## config.mk

```make
export PLATFORM = sky130hd
export DESIGN_NAME = ssd_scan_ctrl
export DESIGN_NICKNAME = d
export VERILOG_FILES = /design/src/rtl/ssd_scan_ctrl.sv
export SDC_FILE = /design/constraint.sdc
export NUM_CORES = 1
export LEC_CHECK = 0
export ABC_AREA = 1
export CAP_MARGIN = 5
export CORE_UTILIZATION = 40
export CTS_CLUSTER_DIAMETER = 60
export DETAILED_ROUTE_END_ITERATION = 8
export SLEW_MARGIN = 0
export SYNTH_ARGS = -nofsm -noshare
export SYNTH_HDL_FRONTEND = slang
export SYNTH_SLANG_ARGS = --single-unit
```

## constraint.sdc

```tcl
create_clock -name clk -period 2.6 [get_ports clk]
set_input_delay 0.26 -clock clk [delete_from_list [all_inputs] [get_ports clk]]
set_output_delay 0.26 -clock clk [all_outputs]
set_load 0.02 [all_outputs]
```

## src/rtl/ssd_scan_ctrl.sv

```systemverilog
// Scan controller for a common-anode multi-digit seven-segment display.
// A packed hex value is accepted over valid/ready into a pending buffer and
// promoted to the active buffer only at a frame boundary, so a frame never
// mixes two values. Digits are scanned one per dwell with active-low selects,
// a guard cycle at the start of each dwell, and optional leading-zero blanking.
module ssd_scan_ctrl #(
  parameter int unsigned DIGITS   = 4,
  parameter int unsigned PRESCALE = 1000,
  parameter bit          LZ_BLANK = 1'b1
) (
  input  logic                  clk,
  input  logic                  rst,
  input  logic                  enable,
  input  logic                  in_valid,
  output logic                  in_ready,
  input  logic [4*DIGITS-1:0]   in_value,
  input  logic [DIGITS-1:0]     in_dp,
  output logic [3:0]            nibble,
  output logic                  blank,
  output logic                  dp,
  output logic [DIGITS-1:0]     digit_sel,
  output logic                  frame_tick
);

  localparam int unsigned IW = (DIGITS > 1) ? $clog2(DIGITS) : 1;
  localparam int unsigned PW = $clog2(PRESCALE);
  localparam logic [IW-1:0] IDX_LAST = IW'(DIGITS - 1);
  localparam logic [PW-1:0] PRE_LAST = PW'(PRESCALE - 1);

  logic [4*DIGITS-1:0] pend_val;
  logic [DIGITS-1:0]   pend_dp;
  logic                pend_full;
  logic [4*DIGITS-1:0] act_val;
  logic [DIGITS-1:0]   act_dp;
  logic [IW-1:0]       idx;
  logic [PW-1:0]       pre;

  logic                accept;
  logic                at_last_pre;
  logic                boundary;
  logic [DIGITS-1:0]   blank_mask;
  logic [3:0]          cur_nib;
  logic                cur_dp;
  logic                cur_blank;
  logic [DIGITS-1:0]   sel_n;

  assign in_ready    = !pend_full;
  assign accept      = in_valid && !pend_full;
  assign at_last_pre = (pre == PRE_LAST);
  assign boundary    = enable && at_last_pre && (idx == IDX_LAST);

  // Pending buffer: filled by the handshake, drained at a frame boundary.
  // Capture needs it empty and transfer needs it full, so the two never
  // coincide; a capture on a boundary edge waits for the next boundary.
  always_ff @(posedge clk) begin
    if (rst) begin
      pend_val  <= '0;
      pend_dp   <= '0;
      pend_full <= 1'b0;
    end else if (accept) begin
      pend_val  <= in_value;
      pend_dp   <= in_dp;
      pend_full <= 1'b1;
    end else if (boundary && pend_full) begin
      pend_full <= 1'b0;
    end
  end

  // Active buffer: the value being displayed, swapped only between frames.
  always_ff @(posedge clk) begin
    if (rst) begin
      act_val <= '0;
      act_dp  <= '0;
    end else if (boundary && pend_full) begin
      act_val <= pend_val;
      act_dp  <= pend_dp;
    end
  end

  // Dwell prescaler and digit index; both freeze while disabled.
  always_ff @(posedge clk) begin
    if (rst) begin
      pre <= '0;
      idx <= '0;
    end else if (enable) begin
      if (at_last_pre) begin
        pre <= '0;
        idx <= (idx == IDX_LAST) ? '0 : idx + 1'b1;
      end else begin
        pre <= pre + 1'b1;
      end
    end
  end

  // Leading-zero mask: walk from the most significant digit down, keeping a
  // running "everything so far is zero with no dp" flag. Digit 0 never blanks.
  always_comb begin
    logic run;
    run        = 1'b1;
    blank_mask = '0;
    for (int unsigned k = 0; k < DIGITS; k++) begin
      int unsigned i;
      i   = DIGITS - 1 - k;
      run = run && (act_val[4*i +: 4] == 4'h0) && !act_dp[i];
      if (LZ_BLANK && (i != 0))
        blank_mask[i] = run;
    end
  end

  // Select the current digit's nibble, dp and blank flag, and build the
  // active-low select with the guard cycle at the start of each dwell.
  always_comb begin
    cur_nib   = 4'h0;
    cur_dp    = 1'b0;
    cur_blank = 1'b0;
    for (int unsigned k = 0; k < DIGITS; k++) begin
      if (idx == IW'(k)) begin
        cur_nib   = act_val[4*k +: 4];
        cur_dp    = act_dp[k];
        cur_blank = blank_mask[k];
      end
    end
    sel_n = '1;
    for (int unsigned k = 0; k < DIGITS; k++) begin
      if ((idx == IW'(k)) && !cur_blank && (pre != '0))
        sel_n[k] = 1'b0;
    end
  end

  // Registered decoder-facing outputs, one cycle behind the scan state.
  always_ff @(posedge clk) begin
    if (rst) begin
      nibble     <= 4'h0;
      blank      <= 1'b1;
      dp         <= 1'b0;
      digit_sel  <= '1;
      frame_tick <= 1'b0;
    end else if (!enable) begin
      nibble     <= 4'h0;
      blank      <= 1'b1;
      dp         <= 1'b0;
      digit_sel  <= '1;
      frame_tick <= 1'b0;
    end else begin
      nibble     <= cur_blank ? 4'h0 : cur_nib;
      blank      <= cur_blank;
      dp         <= cur_blank ? 1'b0 : cur_dp;
      digit_sel  <= sel_n;
      frame_tick <= boundary;
    end
  end

endmodule

```

==> run_1/pdn.png <==
(6 px per um) Pins as bars on the die edge. Tap cells in grey.
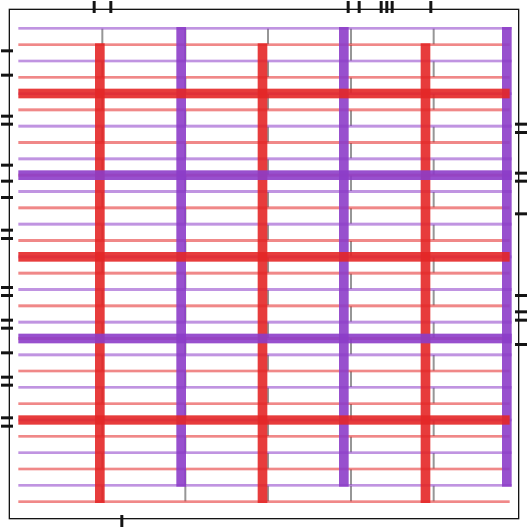
Key: red = VSS; purple = VDD
5 straps on met5. The core has 29 rows.
die width: 84.7 um
Core Area: 6460 um2
Peak VDD IR: 0.324 mV

==> run_1/cell_classes.png <==
(6 px per um) Fill, decap, tap and diode cells in grey.
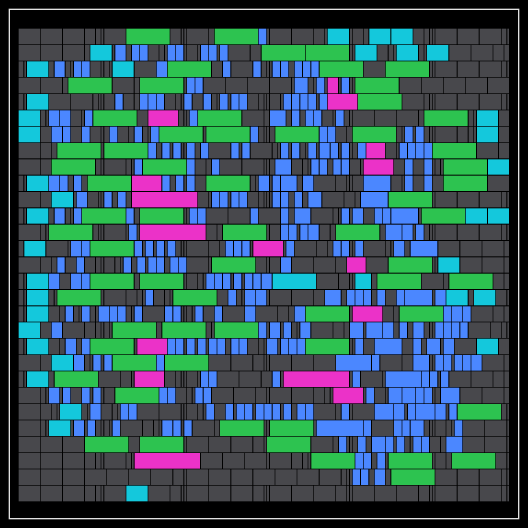
Key: green = flip-flops [cells 64, share of their area 39%]; blue = all other logic [cells 307, share of their area 42%]; magenta = clock drivers and dummy loads [cells 16, share of their area 8.1%]; cyan = other buffers and delay cells [cells 37, share of their area 11%]

==> run_1/clock_map.png <==
(4 px per um)
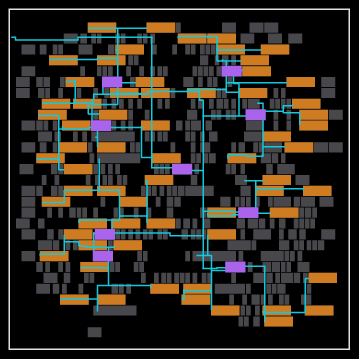
Key: orange = flip-flops [count 64]; cyan = clock wires [length 789 um]; purple = cells driving clock nets [count 9]
Position of the flops: widely spread.

==> notes.md, run 1 <==
run results: yosys stat area=2730 um2, TNS Setup=0 ns, GP Congestion=0.827, PortBufs=35, Top Metal Used=met4, GRT overflow=0, # IOs=36, post-CTS setup repair buffer count=0, Gate power share=5.6%, Sequential Area=1280 um2, violated checks=DRC, Metal-1 WL=2800 um, die area=7170 um2, synth unique cells=25, metal3 WL=236 um, Hold Crit Start=pend_val[15]$_SDFFE_PP0P_, Seq group=1.03 mW, clk tree area frac=7.85%, clock sinks=64, synth cell count leaders=nor2_1, nand2_1, dfxtp_1, placed cells=485, metal2 WL=2250 um, final core occ=52.6%, CP peak stage delay=0.46 ns, DRT Wirelength=5370 um, H-tree levels=3, Final Hold Fails=0, vias per cell=4.49, Hold Path Sink=act_val[15]$_SDFFE_PP0P_, cell depth of the worst flop-to-flop path=6, met2 Use GR=25.6%, Area leader share=46.9%, largest net degree at the start of global routing=42, total CTS buffers=9, r2r setup slk=0.76 ns, synth-to-layout area growth=24.2%, Post-Syn Area per Cell=7.06 um2, Crit Path Class=reg2reg, # DRC=1, most numerous logic cell after layout=nor2_1, Main area contributors=dfxtp_1, nor2_1, nand2_1, inv_1, o21ai_0, multi-input gates=264, Final HPWL DP=3710 um, post-detailed-route wirelength per cell=10.7 um, CP max stage cell=nand4_4, met3 GRT Util=5.31%, fraction of registers with async set/reset=0%, DP Worst Slack=0.445 ns, Cell Int Power=1.81 mW, Fin Clk Skew=0.00691 ns, status=finished, violations left
-- run 1: state kept, by name (all words and copies together), names as in the netlist --
register    flops
act_val        16
pend_val       16
pre            10
act_dp          4
digit_sel       4
nibble          4
pend_dp         4
idx             2
blank           1
dp              1
frame_tick      1
pend_full       1
-- run 1: cells by family (layout without fill, tap and decap cells) --
family,count (synthesis),count (layout),synth area share (%)
compound gates,41,41,8.20
fa+ha+maj,6,6,2.75
buf+inv,59,96,8.79
xor+xnor,3,3,0.962
simple gates,214,214,32.4
flops,64,64,46.9
-- run 1: critical path, delay by kind of cell (launching register included) --
| family | cells | cell delay (ns) |
|---|---|---|
| fa+ha+maj | 1 | 0.21 |
| simple gates | 5 | 1.13 |
| flops | 1 | 0.39 |
==> run_1/final_congestion.png <==
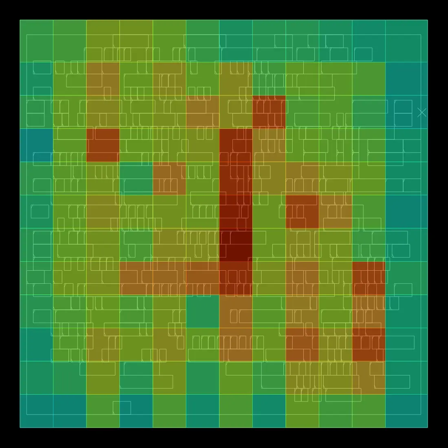

## Run 2: what changed since run 1
==> constraint.sdc (replaced) <==
create_clock -name clk -period 1.9 [get_ports clk]
set_input_delay 0.19 -clock clk [delete_from_list [all_inputs] [get_ports clk]]
set_output_delay 0.19 -clock clk [all_outputs]
set_load 0.02 [all_outputs]
==> run_2/final_congestion.png <==
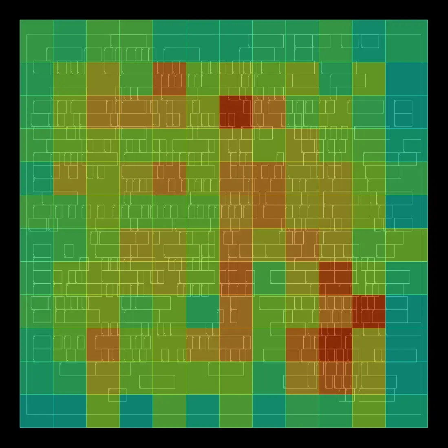
met1 Use GR: 23.8%
Top Usage Layer GRT: met2
met2 Use GR: 25.6%
final core occ: 52.1%
met3 GRT Util: 5.51%

==> run_2/clock_map.png <==
(4 px per um)
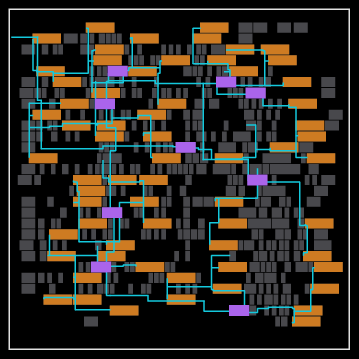
Key: orange = flip-flops [count 64]; purple = cells driving clock nets [count 9]; cyan = clock wires [length 832 um]
Position of the flops: widely spread. There are 10 routed clock nets.
clock network fraction of total power: 40.0%
clk pwr: 1.06 mW

==> run 2 against run 1 <==
Net effect:
- the run now ends clean
- global-route usage increased by 0.42 points
- area after synthesis unchanged
- setup slack got worse by 0.46 ns
- cell count increased by 1.4%
- fmax increased by 15%
- critical endpoint is now pre[9]$_SDFFE_PP0P_
- count of clock-buffer cells in the layout increased by 2
- sequential share of layout area increased by 0.35 points
- synthesized cell count unchanged
- highest routed layer unchanged
- die area unchanged
- first-iteration DRC count decreased by 3.7%
- total power increased by 16%
==> notes.md, run 2 <==
run results: status=completed, most numerous logic cell after layout=nor2_1, Yosys reg bits=64, fraction of registers with async set/reset=0%, vias=2302, synth-to-layout area growth=23.1%, Metal-1 WL=2790 um, Sequential Power Share=53.2%, Worst-path clk slew=0.07 ns, Layout Cells excl Fill=508, placed cells=492, GRT overflow=0, Final HPWL DP=3860 um, Worst-Margin Slew=0.340 ns, critical path depth in cells=8, Top Metal Used=met4, dpl cell area=3180 um2, clock root cell=clkbuf_8, num rows=29, Final Hold Fails=0, most used flip-flop cell=dfxtp_1, r2r setup slk=0.31 ns, Max power group=registers, # hold bufs at CTS=0, biggest regs=act_val x16, pend_val x16, pre x10, Post-Syn Area=2730 um2, yosys stat area=2730 um2, Peak VDD IR=0.375 mV, Crit Path Class=reg2reg, setup violators final=0, delay-heaviest family, CP=simple AND/OR/NAND/NOR gates, metal3 WL=261 um, # DRC=0, CP Launch Type=register, Hold Crit Start=in_valid, cell depth of the worst flop-to-flop path=8, Cell Int Power=2.01 mW, Seq group=1.41 mW, Gate power share=6.8%, GP Congestion=0.879, TNS Setup=0 ns, H-tree levels=3, post-CTS setup repair buffer count=0, Worst R2R Start=pre[0]$_SDFFE_PP0P_, maximum fanout along the worst path=7, WHS=0.459 ns, Net Sw Power=0.637 mW, Max clock buf depth=2, clock sinks=64, switching share of power=24.1%, Core Area=6460 um2, # IOs=36, max_cap viols=0, CTS tree=yes, DP Worst Slack=0.149 ns, crit path from=pre[0]$_SDFFE_PP0P_, Nets=456, largest net degree at the start of global routing=41, RR Endpoint=pre[9]$_SDFFE_PP0P_, die area=7170 um2, synth cell count leaders=nor2_1, nand2_1, dfxtp_1, DRT Wirelength=5520 um, Fin Clk Skew=0.00590 ns, die width=84.7 um, Mapped Cells=387, Final min period=1.59 ns, PortBufs=35, CP max stage cell=dfxtp_1, share of cells above drive strength 1=7.42%, fillers=706, total track usage=17.5%, first-pass GRT wire length=9830 um, Post-Syn Area per Cell=7.06 um2, Area leader share=46.9%, antenna violations before repair=0, Main area contributors=dfxtp_1, nor2_1, nand2_1, inv_1, o21ai_0, synth unique cells=25, Antenna Nets Post-Route=0, Hold Path Sink=pend_full$_SDFFE_PP0P_, total CTS buffers=9, post-synth net total=417, yosys cell count=387, metal2 WL=2400 um, post-detailed-route wirelength per cell=10.9 um, vias per cell=4.53, CP peak stage delay=0.39 ns, Bufs and invs on worst path=1, drt first pass iters=7
[run 2: area by class of cell]
cell class | instances | area, um2 | share of cell area, %
clock buffers | 11 | 151 | 4.50
clock inverters | 5 | 31.3 | 0.930
inverters | 43 | 161 | 4.80
multi-input cells | 264 | 1210 | 36.0
flip-flops and latches | 64 | 1280 | 38.1
well taps | 77 | 96.3 | 2.86
repair buffers | 44 | 430 | 12.8
[run 2: logic make-up after synthesis]
| family | Yosys count | synth area share (%) |
|---|---|---|
| AND-OR/OR-AND | 41 | 8.20 |
| XOR/XNOR | 3 | 0.962 |
| adder cells (fa/ha/maj) | 6 | 2.75 |
| buffers and inverters | 59 | 8.79 |
| flip-flops | 64 | 46.9 |
| AND/OR/NAND/NOR | 214 | 32.4 |
Power and IR drop assume default switching activity.
